**Run 1: M2 wires**

Cells faint in the background.
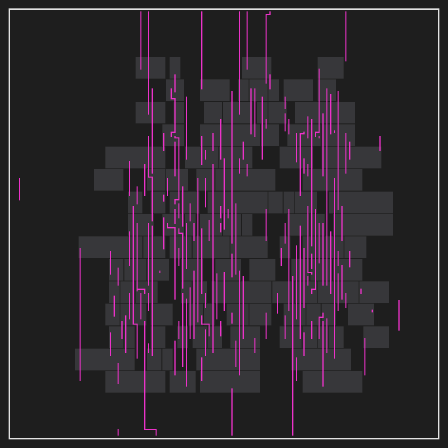
**Run 1: met1 routing**

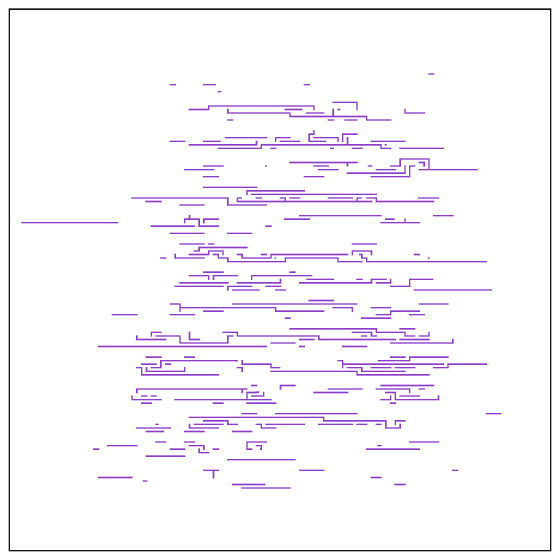
**Run 1: cell outlines without signal wires**

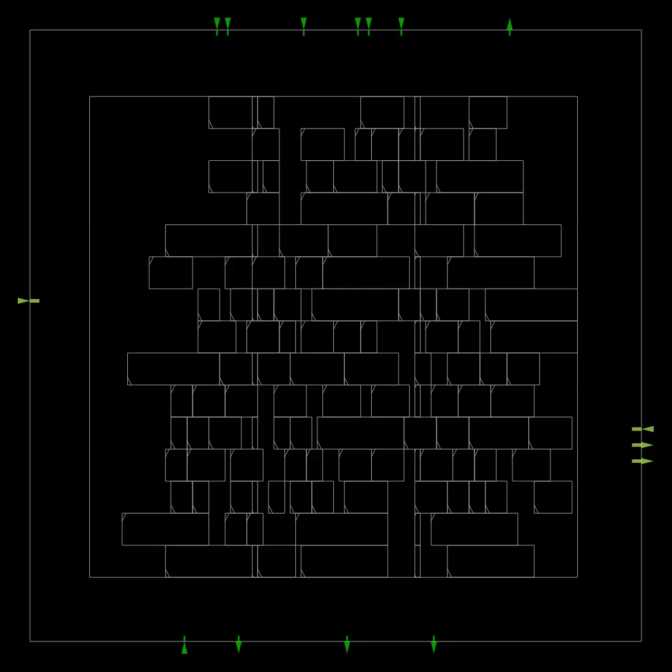
==> config.mk <==
export PLATFORM = sky130hd
export DESIGN_NAME = chip_word_serializer
export DESIGN_NICKNAME = d
export VERILOG_FILES = /design/src/rtl/chip_word_serializer.sv
export SDC_FILE = /design/constraint.sdc
export NUM_CORES = 1
export LEC_CHECK = 0
export CAP_MARGIN = 10
export CORE_MARGIN = 5
export CORE_UTILIZATION = 44
export DETAILED_ROUTE_END_ITERATION = 10
export HOLD_SLACK_MARGIN = 0.08
export PLACE_DENSITY = 0.78
export SLEW_MARGIN = 5
export SYNTH_ARGS = -nofsm -noshare
export SYNTH_HDL_FRONTEND = slang
export SYNTH_SLANG_ARGS = --single-unit
==> constraint.sdc <==
create_clock -name clk_main -period 1.22 [get_ports clk_main]
set_input_delay 0.183 -clock clk_main [delete_from_list [all_inputs] [get_ports clk_main]]
set_output_delay 0.183 -clock clk_main [all_outputs]
set_load 0.02 [all_outputs]
==> results.py <==
# Flow results
metrics = {
    "status": {
        "outcome": "finished, final reports clean",
    },
    "logic_synthesis": {
        "yosys.area.top_type": "dfxtp_1",
        "synth.distinct_cells": 24,
        "ys_sh_mux": 0.0389,
        "yosysWarnings": 0,
        "yosysChipArea_um2": 772,
        "synth_area_um2": 772,
        "netlist_top_cells_count": "17 x dfxtp_1, 9 x inv_1, 8 x a21oi_1, 7 x o21ai_0, 6 x a31oi_1",
    },
    "placed_design": {
        "dp.cells": 125,
        "pre_cts_ws_ns": -0.278,
    },
    "detailed_routing": {
        "via_per_inst": 5.44,
        "met1_length_um": 754,
        "highest_layer": "met4",
        "drt_iter0_drc": 12,
        "drt-pass1-iter-count": 4,
    },
    "power_and_ir_drop": {
        "pg_clk_mw": 0.298,
        "switching_power_mw": 0.306,
        "maxPowerGroup": "sequential cells",
        "p_total_mw": 1.13,
        "power.internal_mw": 0.827,
    },
    "worst_setup_path": {
        "ff2ff_setup_slack_ns": 0.004,
        "critPathBufInv": 0,
        "worstPathCellList": "mux2i_2 -> or4_1 -> a21oi_1",
        "cp_max_fo": 4,
        "end_kind": "register",
    },
    "global_route": {
        "grt_pass1_vias": 650,
        "grt.overflow.total": 0,
        "busiest_layer": "met2",
        "gr-usage-met3": 0.0430,
    },
    "sta": {
        "clock-skew-final_ns": 0.0105,
        "grt_setup_unrepaired": "yes",
        "slew_headroom": 0.758,
        "max_freq_ghz": 0.823,
    },
    "final_layout": {
        "mi_logic_area_um2": 383,
        "largest_register_ffs": 6,
        "dominant_cells": "combinational gates",
        "layout.cells.non_filler": 129,
        "layout_top_cell": "dfxtp_1",
    },
    "floorplanning": {
        "fp.dieH_um": 51.9,
        "rows": 15,
    },
    "min_path": {
        "holdCritPathClass": "register to register",
    },
    "job": {
        "max-cap-violations": 0,
    },
    "clock_tree": {
        "cts_max_path_buffers": 2,
    },
}
## Picture notes: 'M2 wires'
98 nets have wire on it. The wires run mostly vertical.
M2 GR Usage: 0.243
via count: 702

## Picture notes: 'met1 routing'
The layer holds 46% of the routed length. The layer carries 755 µm of wire. The longest straight run is 16.1 µm. 114 nets have wire on it. The wires run mostly horizontal.
grt met1 use: 0.154
Routed WL: 1640 µm

## Picture notes: 'cell outlines without signal wires'
# fillers: 158
Well-Tap Cells: 17
flop count: 17

